[config.mk]
export PLATFORM = sky130hd
export DESIGN_NAME = vending_machine_change
export DESIGN_NICKNAME = d
export VERILOG_FILES = /design/src/rtl/vending_machine_change.sv
export SDC_FILE = /design/constraint.sdc
export NUM_CORES = 1
export LEC_CHECK = 0
export ABC_CLOCK_PERIOD_IN_PS = 4600
export CAP_MARGIN = 10
export CORE_MARGIN = 2
export CORE_UTILIZATION = 50
export DETAILED_ROUTE_END_ITERATION = 12
export DONT_BUFFER_PORTS = 1
export SLEW_MARGIN = 0
export SYNTH_ARGS = -nofsm -noshare
export SYNTH_HDL_FRONTEND = slang
export SYNTH_SLANG_ARGS = --single-unit
[constraint.sdc]
create_clock -name clk -period 4.6 [get_ports clk]
set_input_delay 0.92 -clock clk [delete_from_list [all_inputs] [get_ports clk]]
set_output_delay 0.92 -clock clk [all_outputs]
set_load 0.005 [all_outputs]
[src/rtl/vending_machine_change.sv]
// vending_machine_change
//   Coin-operated vend controller with a configurable price. Credits nickel,
//   dime and quarter pulses, dispenses once the price is reached, and returns
//   overpayment or a cancelled credit as one-nickel change pulses.
//
// Parameters
//   W          credit accumulator width (cents)
//   PRICE      item price (cents, > 0, multiple of V_NICKEL)
//   V_NICKEL   nickel value, also the change unit
//   V_DIME     dime value
//   V_QUARTER  quarter value
//
// Ports
//   clk          rising-edge clock
//   rst_n        asynchronous active-low reset
//   nickel       coin pulse, one cycle per coin
//   dime         coin pulse
//   quarter      coin pulse
//   cancel       refund request for the current credit
//   dispense     registered one-cycle vend pulse
//   change_out   registered pulse, one nickel returned per high cycle
//   coin_reject  registered one-cycle pulse when a coin is not credited
//   busy         high while in VEND or CHANGE
//   total        registered credit in cents
module vending_machine_change #(
    parameter int unsigned W         = 6,
    parameter int unsigned PRICE     = 15,
    parameter int unsigned V_NICKEL  = 5,
    parameter int unsigned V_DIME    = 10,
    parameter int unsigned V_QUARTER = 25
) (
    input  logic         clk,
    input  logic         rst_n,
    input  logic         nickel,
    input  logic         dime,
    input  logic         quarter,
    input  logic         cancel,
    output logic         dispense,
    output logic         change_out,
    output logic         coin_reject,
    output logic         busy,
    output logic [W-1:0] total
);

    localparam logic [W-1:0] P_PRICE = W'(PRICE);
    localparam logic [W-1:0] P_NICK  = W'(V_NICKEL);
    localparam logic [W-1:0] P_DIME  = W'(V_DIME);
    localparam logic [W-1:0] P_QUAR  = W'(V_QUARTER);

    typedef enum logic [1:0] {
        IDLE,
        COLLECT,
        VEND,
        CHANGE
    } state_t;

    state_t       state, state_nx;
    logic [W-1:0] total_nx;
    logic         dispense_nx;
    logic         change_nx;
    logic         reject_nx;

    logic         coin_any;
    logic         coin_multi;
    logic [W-1:0] coin_val;
    logic [W-1:0] sum;

    assign coin_any   = nickel | dime | quarter;
    assign coin_multi = (nickel & dime) | (nickel & quarter) | (dime & quarter);

    // Only the highest-value coin is credited when several arrive together.
    always_comb begin
        coin_val = '0;
        if (quarter)     coin_val = P_QUAR;
        else if (dime)   coin_val = P_DIME;
        else if (nickel) coin_val = P_NICK;
    end

    assign sum  = total + coin_val;
    assign busy = (state == VEND) || (state == CHANGE);

    always_comb begin
        state_nx    = state;
        total_nx    = total;
        dispense_nx = 1'b0;
        change_nx   = 1'b0;
        reject_nx   = 1'b0;
        unique case (state)
            IDLE, COLLECT: begin
                if (cancel && coin_any) begin
                    // Cancel beats any coin; in IDLE the cancel itself is a no-op.
                    reject_nx = 1'b1;
                    if (state == COLLECT) state_nx = CHANGE;
                end else if (cancel) begin
                    if (state == COLLECT) state_nx = CHANGE;
                end else if (coin_any) begin
                    reject_nx = coin_multi;
                    total_nx  = sum;
                    if (sum >= P_PRICE) begin
                        dispense_nx = 1'b1;
                        state_nx    = VEND;
                    end else begin
                        state_nx = COLLECT;
                    end
                end
            end
            VEND: begin
                reject_nx = coin_any;
                total_nx  = total - P_PRICE;
                state_nx  = (total_nx != '0) ? CHANGE : IDLE;
            end
            CHANGE: begin
                reject_nx = coin_any;
                change_nx = 1'b1;
                total_nx  = total - P_NICK;
                if (total == P_NICK) state_nx = IDLE;
            end
            default: begin
                state_nx = IDLE;
                total_nx = '0;
            end
        endcase
    end

    always_ff @(posedge clk or negedge rst_n) begin
        if (!rst_n) begin
            state       <= IDLE;
            total       <= '0;
            dispense    <= 1'b0;
            change_out  <= 1'b0;
            coin_reject <= 1'b0;
        end else begin
            state       <= state_nx;
            total       <= total_nx;
            dispense    <= dispense_nx;
            change_out  <= change_nx;
            coin_reject <= reject_nx;
        end
    end

endmodule

### Placement by cell class, run 1

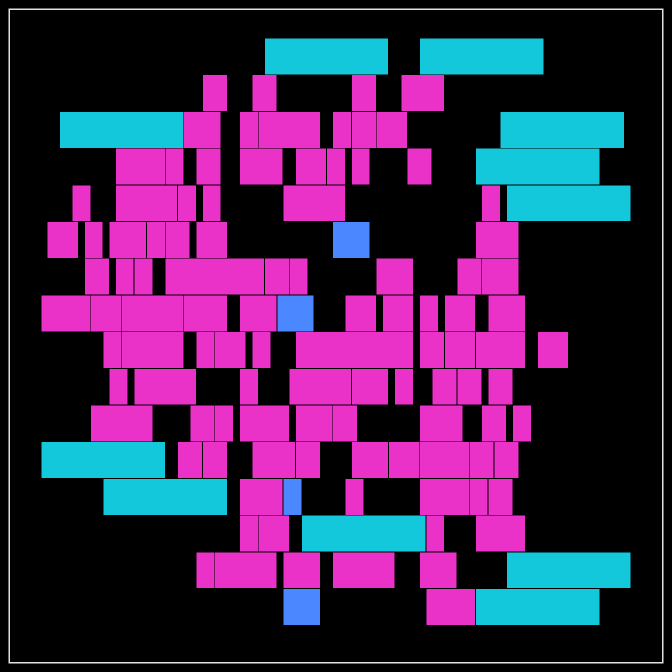
class	color	cells	share of their area
clock drivers and dummy loads	blue	4	2.6%
combinational and other logic	magenta	102	70%
sequential cells	cyan	11	28%
final core utilization: 54.1%
final design area excluding fillers: 1030 um2
core area: 1900 um2

### Clock wires, drivers and flops, run 1

Bar = 10 um.
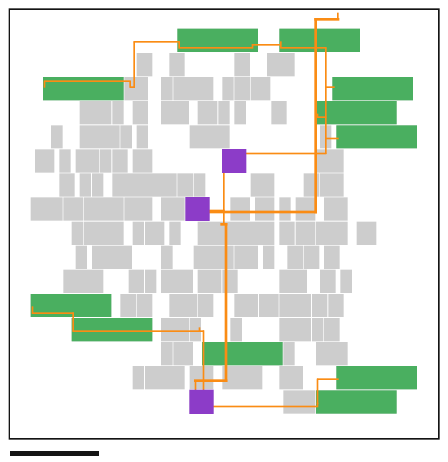
[clock wires] orange | length: 184 um
[flip-flops] green | count: 11
[clock drivers] purple | count: 3
flops lie	all over the die
clock power share: 9.1%
clk_lat worst skew: 0.27 ns
Fin Clk Skew: 0.00684 ns
Clock group: 67.8 uW

==> out/qor.yml, run 1 <==
edf_count: 0
rsz0062_at_grt: "no"
cts_made_buffers: 3
p_int_uw: 389
synth-area-yosys_um2: 982
ff2ff_setup_slack_ns: 2.29
postSynthSeqShare_pct: 28.0
seqPwrFrac_pct: 30.7
finalClockPeriodUsage_pct: 54.7
grt_pass1_vias: 875
synth_warnings: 0
required_ns: 4.80
wl_um: 2220
fin_setup_tns_ns: 0
ys.flops: 11
clk_pin_slew_ns: 0.08
end_kind: "flip-flop"
drtIter0Drc: 25
top_usage_layer: "met2"
hpwlAfterDp_um: 1770
finalMaxSlewViolations: 0
dp_cells: 140
ant_nets: 0
power.switching_uw: 358
grt_overflow_total: 0
min_path_type: "input port to asynchronous set/reset pin"
cts_hold_buffers: 0
vias_per_cell: 6.01
period_needed_ns: 2.52
cts.sinks: 11
fp_util_pct: 51.6
setup_viol: 0
synth_area_per_cell_um2: 8.47
crit_arrival_ns: 2.72
use_met2_pct: 36.6
worst_slew_pin_slew_ns: 0.545
ir_worst_vdd_mv: 0.340
drive_above_1_share_pct: 6.84
power_density_nw_per_um2: 726
cts_max_level: 1
max_clock_freq_mhz: 397
grt_pass1_wl_um: 3950
r2r-start: "total[0]$_DFFE_PN0P_"
grt_max_degree: 16
cts_resized: 0
io_pins: 16
dr.pass1.iters: 4
gp_congestion: 0.854
antenna_found_initial: 0
max-cap-violations: 0
num_vias: 866
fin_cells: 144
drc: 0
area_growth_pct: 4.84
cts_tree: "done"
layout.nets: 133
critPathMaxFanout: 4
io_buffers: 0
warning_count: 28
hold_violations: 0
die_y_um: 48.3
antenna-diode-count: 0
sw_frac_of_total_pct: 47.9
placed_area_um2: 1000
grtUsageTotal_pct: 21.9
async_flop_share_pct: 100
met1_usage_pct: 27.0
cts_root_buf: "clkbuf_4"
worstSetupPathType: "input port to flip-flop"
synth_nets: 131
p_comb_share_pct: 60.3
synth_cells: 116
ys_cells: 116
status: "completed"
startpoint: "nickel"
wl_per_cell_um: 15.4
worst_setup_path_start_kind: "input port"
rows: 16
chipArea_um2: 2330
synth.cell_area_um2: 982
cts_setup_buffers: 0
yosysUniqueCellTypes: 43
grtUsageMet3_pct: 3.70
reg2reg_to: "state[0]$_DFFE_PN0P_"
p_leak_uw: 0.000468
whs_ns: 0.332
reg2reg_depth: 8
relSlewSlack_pct: 63.4
### Gate families picked out, run 1

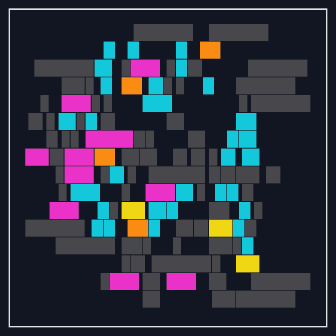
family	color	cells
mux cells	yellow	3
fa/ha/maj cells	magenta	10
xor and xnor cells	orange	4
aoi and oai cells	cyan	30
logic share of the area: 64.5%
most frequent logic cell in the layout: nor2_1

-- run 1: registers in the layout, indices dropped and copies added (netlist names) --
| register | count |
|---|---|
| total | 6 |
| state | 2 |
| change_out | 1 |
| coin_reject | 1 |
| dispense | 1 |
-- run 1: power by group through the flow --
| stage | logic [uW] | registers (uW) | clock network, uW |
|---|---|---|---|
| floorplan | 395 | 192 | 0 |
| global placement | 443 | 229 | 0 |
| detailed placement | 451 | 231 | 0 |
| CTS | 453 | 229 | 71.3 |
| global route | 510 | 239 | 75.3 |
| finish | 450 | 229 | 67.8 |
-- run 1: worst max-delay path by stage --
stage,endpoint,slack [ns],depth (start not counted)
after detailed placement,state[0]$_DFFE_PN0P_,1.79,10
after global placement,state[0]$_DFFE_PN0P_,1.85,10
after global routing,state[0]$_DFFE_PN0P_,1.94,10
after floorplan,state[0]$_DFFE_PN0P_,1.95,10
final,state[0]$_DFFE_PN0P_,2.08,10
after CTS,state[0]$_DFFE_PN0P_,2.08,10
-- run 1: area by class of cell --
class,count,area (um2)
fillers,186,872
inverters,8,30.0
well taps,27,33.8
flip-flops and latches,11,275
multi-input cells,94,664
clock buffers,4,26.3
-- run 1: per-stage QoR --
| step | power, uW | worst slack (ns) |
|---|---|---|
| 5_1_grt | 825 | 1.94 |
| 2_1_floorplan | 587 | 1.95 |
| 3_3_place_gp | 672 | 1.85 |
| 6_report | 748 | 2.08 |
| 3_5_place_dp | 682 | 1.79 |
| 4_1_cts | 754 | 2.08 |
-- run 1: worst max-delay path, stage by stage --
cell       delay [ns]
inv_1            0.03
o21bai_1         0.13
ha_1             0.19
inv_1            0.06
fa_1             0.39
nand2b_1         0.16
a21oi_1          0.15
xor2_1           0.14
nor4b_4          0.35
a2bb2oi_1        0.19
-- run 1: routing by layer --
layer	share of wire [%]	up-vias
met3	3.6	6
met5	0	-
met4	2.5	0
li1	-	421
met2	47	19
met1	47	420
-- run 1: synthesized netlist by cell type, types with 2 or more instances --
cell type,count,area share [%]
mux2i_1,3,3.1
inv_1,8,3.1
a21oi_1,10,5.1
nand2_1,6,2.3
xor2_1,2,1.8
dfrtp_1,11,28
nand2b_1,4,2.5
ha_1,8,10
nor3_1,2,1.0
o21ai_0,5,2.5
o21bai_1,2,1.5
nor2_1,14,5.4
clkbuf_1,2,0.76
o22ai_1,2,1.3
xnor2_1,2,1.8
o21ai_1,3,1.5
or2_1,3,1.9
o211ai_1,2,1.5
nand3_1,3,1.5
-- run 1: kinds of logic (layout without fill, tap and decap cells) --
family                   after synthesis  after routing  share of synthesized area [%]
flip-flops                            11             11                           28.0
AND/OR/NAND/NOR                       41             41                           23.2
XOR/XNOR                               4              4                           3.57
AND-OR/OR-AND                         36             36                           24.6
buffers and inverters                 11             12                           4.33
multiplexers                           3              3                           3.06
adder cells (fa/ha/maj)               10             10                           13.2
### Clock nets, run 1

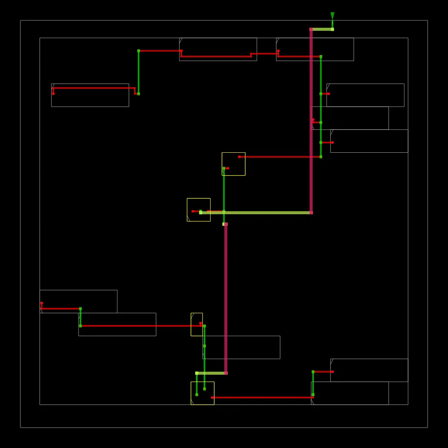

==> run 1 -> run 2 <==
ABC_CLOCK_PERIOD_IN_PS = 2200   (was 4600)
PLACE_DENSITY = 0.68   (was unset)
clock period = 2.2 ns   (was 4.6 ns; I/O delays follow)
### Clock nets, run 2

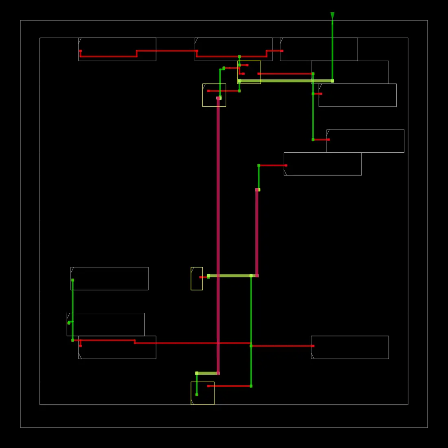
clock buf count: 4
Clock group: 151 uW

### Gate families picked out, run 2

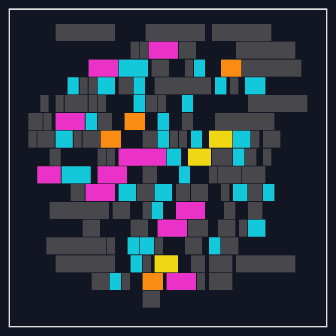
family	color	cells
aoi and oai cells	cyan	30
fa/ha/maj cells	magenta	10
mux cells	yellow	3
xor and xnor cells	orange	4
logic share of the area: 60.8%
Finished Layout Cells: 152

==> out/qor.yml, run 2 <==
synth_nets: 131  # unchanged
synth-area-yosys_um2: 982  # unchanged
cts_max_level: 1  # unchanged
top_regs: "total (6), state (2)"
synthMostInstantiatedCell: "nor2_1"
finalClockPeriodUsage_pct: 91.5
die_y_um: 48.3  # unchanged
io_buffers: 0  # unchanged
reg2reg_depth: 8  # unchanged
largest_reg_flops: 6  # unchanged
ant_nets: 0  # unchanged
fin_setup_tns_ns: 0  # unchanged
worstSetupPathType: "flip-flop to flip-flop"
period_needed_ns: 2.01
synth.cell_area_um2: 982  # unchanged
relSlewSlack_pct: 64.7  # +1.3 points
crit_arrival_ns: 2.17  # -0.55 ns
chipArea_um2: 2330  # unchanged
p_leak_uw: 0.000505  # +8.0%
final-seq-area_um2: 275  # unchanged
dr.pass1.iters: 6  # +2
ys.flops: 11  # unchanged
drc: 0  # unchanged
fin_util_pct: 57.4  # +3.3 points
yosysTopAreaCell: "dfrtp_1"
finalMaxSlewViolations: 0  # unchanged
area_growth_pct: 11.2
dp_slack_ns: -0.123  # -1.91 ns
critPathMaxFanout: 3  # -1
nFillCells: 172  # -7.5%
ys_top_cells_by_area: "dfrtp_1, ha_1, nor2_1"
cts_root_buf: "clkbuf_4"
cts_tree: "done"
io_pins: 16  # unchanged
hpwlAfterDp_um: 1790  # +1.0%
wl_per_cell_um: 14.8  # -4.0%
power_uw: 1650  # +120%
grt_overflow_total: 0  # unchanged
logic_area_um2: 664  # unchanged
clk-insertion-delay-late_ns: 0.29  # +0.02 ns
vias_per_cell: 5.70  # -5.3%
layout_top_cell: "nor2_1"
grtUsageTotal_pct: 21.8  # -0.060 points
final.setup.worst_slack_ns: 0.188  # -1.90 ns
met3WireLength_um: 88  # +11%
drtIter0Drc: 30  # +20%
setup_viol: 0  # unchanged
power_density_nw_per_um2: 1510  # +110%
hold_violations: 0  # unchanged
antenna_found_initial: 0  # unchanged
grt_pass1_wl_um: 3950  # unchanged
num_vias: 866  # unchanged
ff2ff_setup_slack_ns: 0.19  # -2.10 ns
required_ns: 2.36  # -2.44 ns
yosysUniqueCellTypes: 43  # unchanged
grt_max_degree: 13  # -3
wl_met2_um: 1030  # -1.5%
cts_made_buffers: 3  # unchanged
grt_pass1_vias: 866  # -1.0%
synth_warnings: 0  # unchanged
synth_area_per_cell_um2: 8.47  # unchanged
met1_length_um: 1080  # +3.0%
wl_um: 2250  # +1.3%
synth.top_cells.by_count: "nor2_1, dfrtp_1, a21oi_1, ha_1, inv_1"
fp_util_pct: 51.6  # unchanged
status: "completed"
layout.nets: 141  # +6.0%
yosysTopAreaCellShare_pct: 28.0  # unchanged
ys_cells: 116  # unchanged
core-area_um2: 1900  # unchanged
worst_slew_pin_slew_ns: 0.528  # -0.0169 ns
dr.max_layer_used: "met4"
cts.sinks: 11  # unchanged
synth_cells: 116  # unchanged
worst_setup_path_start_kind: "flip-flop"
postSynthSeqShare_pct: 28.0  # unchanged
fin_skew_ns: 0.0154  # +0.00861 ns
run 2: cell counts after synthesis:
Identical to the previous run, type by type.
run 2: what timing repair did:
action | 4_1_cts | 5_1_grt
setup endpoints to repair | 0 | 2
resized | 0 | 0
hold endpoints to repair | 11 | 0
hold buffers | 1 | 0
run 2: final cells by class:
| cell class | instances | area share (%) |
|---|---|---|
| Inverter | 8 | 2.75 |
| Timing Repair Buffer | 8 | 5.73 |
| Tap cell | 27 | 3.09 |
| Multi-Input combinational cell | 94 | 60.8 |
| Clock buffer | 4 | 2.41 |
| Sequential cell | 11 | 25.2 |
run 2: final timing paths:
| kind | from | end |
|---|---|---|
| min in group asynchronous | rst_n | total[1]$_DFFE_PN0P_ |
| worst min register to register | total[5]$_DFFE_PN0P_ | total[5]$_DFFE_PN0P_ |
| worst min-delay path | nickel | coin_reject$_DFF_PN0_ |
| worst max-delay path | total[0]$_DFFE_PN0P_ | state[0]$_DFFE_PN0P_ |
| worst max register to register | total[0]$_DFFE_PN0P_ | state[0]$_DFFE_PN0P_ |
| max in group asynchronous | rst_n | total[4]$_DFFE_PN0P_ |
run 2: power breakdown:
part	internal (uW)	switching [uW]	total (uW)
clock	70.5	80.3	151
sequential	288	118	406
combinational	522	576	1100
total	881	774	1650
run 2: through the flow:
step | instance area (um2) | instances
2_1_floorplan | 982 | 116
3_3_place_gp | 1060 | 147
3_5_place_dp | 1060 | 147
4_1_cts | 1090 | 152
5_1_grt | 1090 | 152
6_report | 1090 | 152
run 2: worst max-delay path, cell delays in order (launching register included):
cell,delay (ns)
dfrtp_1,0.36
ha_1,0.18
inv_1,0.06
fa_1,0.39
xnor2_1,0.22
nand3b_1,0.11
nor3_1,0.32
nor4b_4,0.10
a2bb2oi_1,0.15
run 2: cell families (layout without fill, tap and decap cells):
family / after synthesis / after routing / share of synthesized area (%)
simple gates: 41 / 41 / 23.2
flops: 11 / 11 / 28.0
compound gates: 36 / 36 / 24.6
fa+ha+maj: 10 / 10 / 13.2
buf+inv: 11 / 20 / 4.33
mux: 3 / 3 / 3.06
xor+xnor: 4 / 4 / 3.57
run 2: routing by layer:
layer,GRT usage (%),vias up
met3,2.78,6
met4,12.4,0
met1,27.3,398
li1,-,431
met2,36.3,31
met5,0,-
Power and IR drop assume default switching activity.
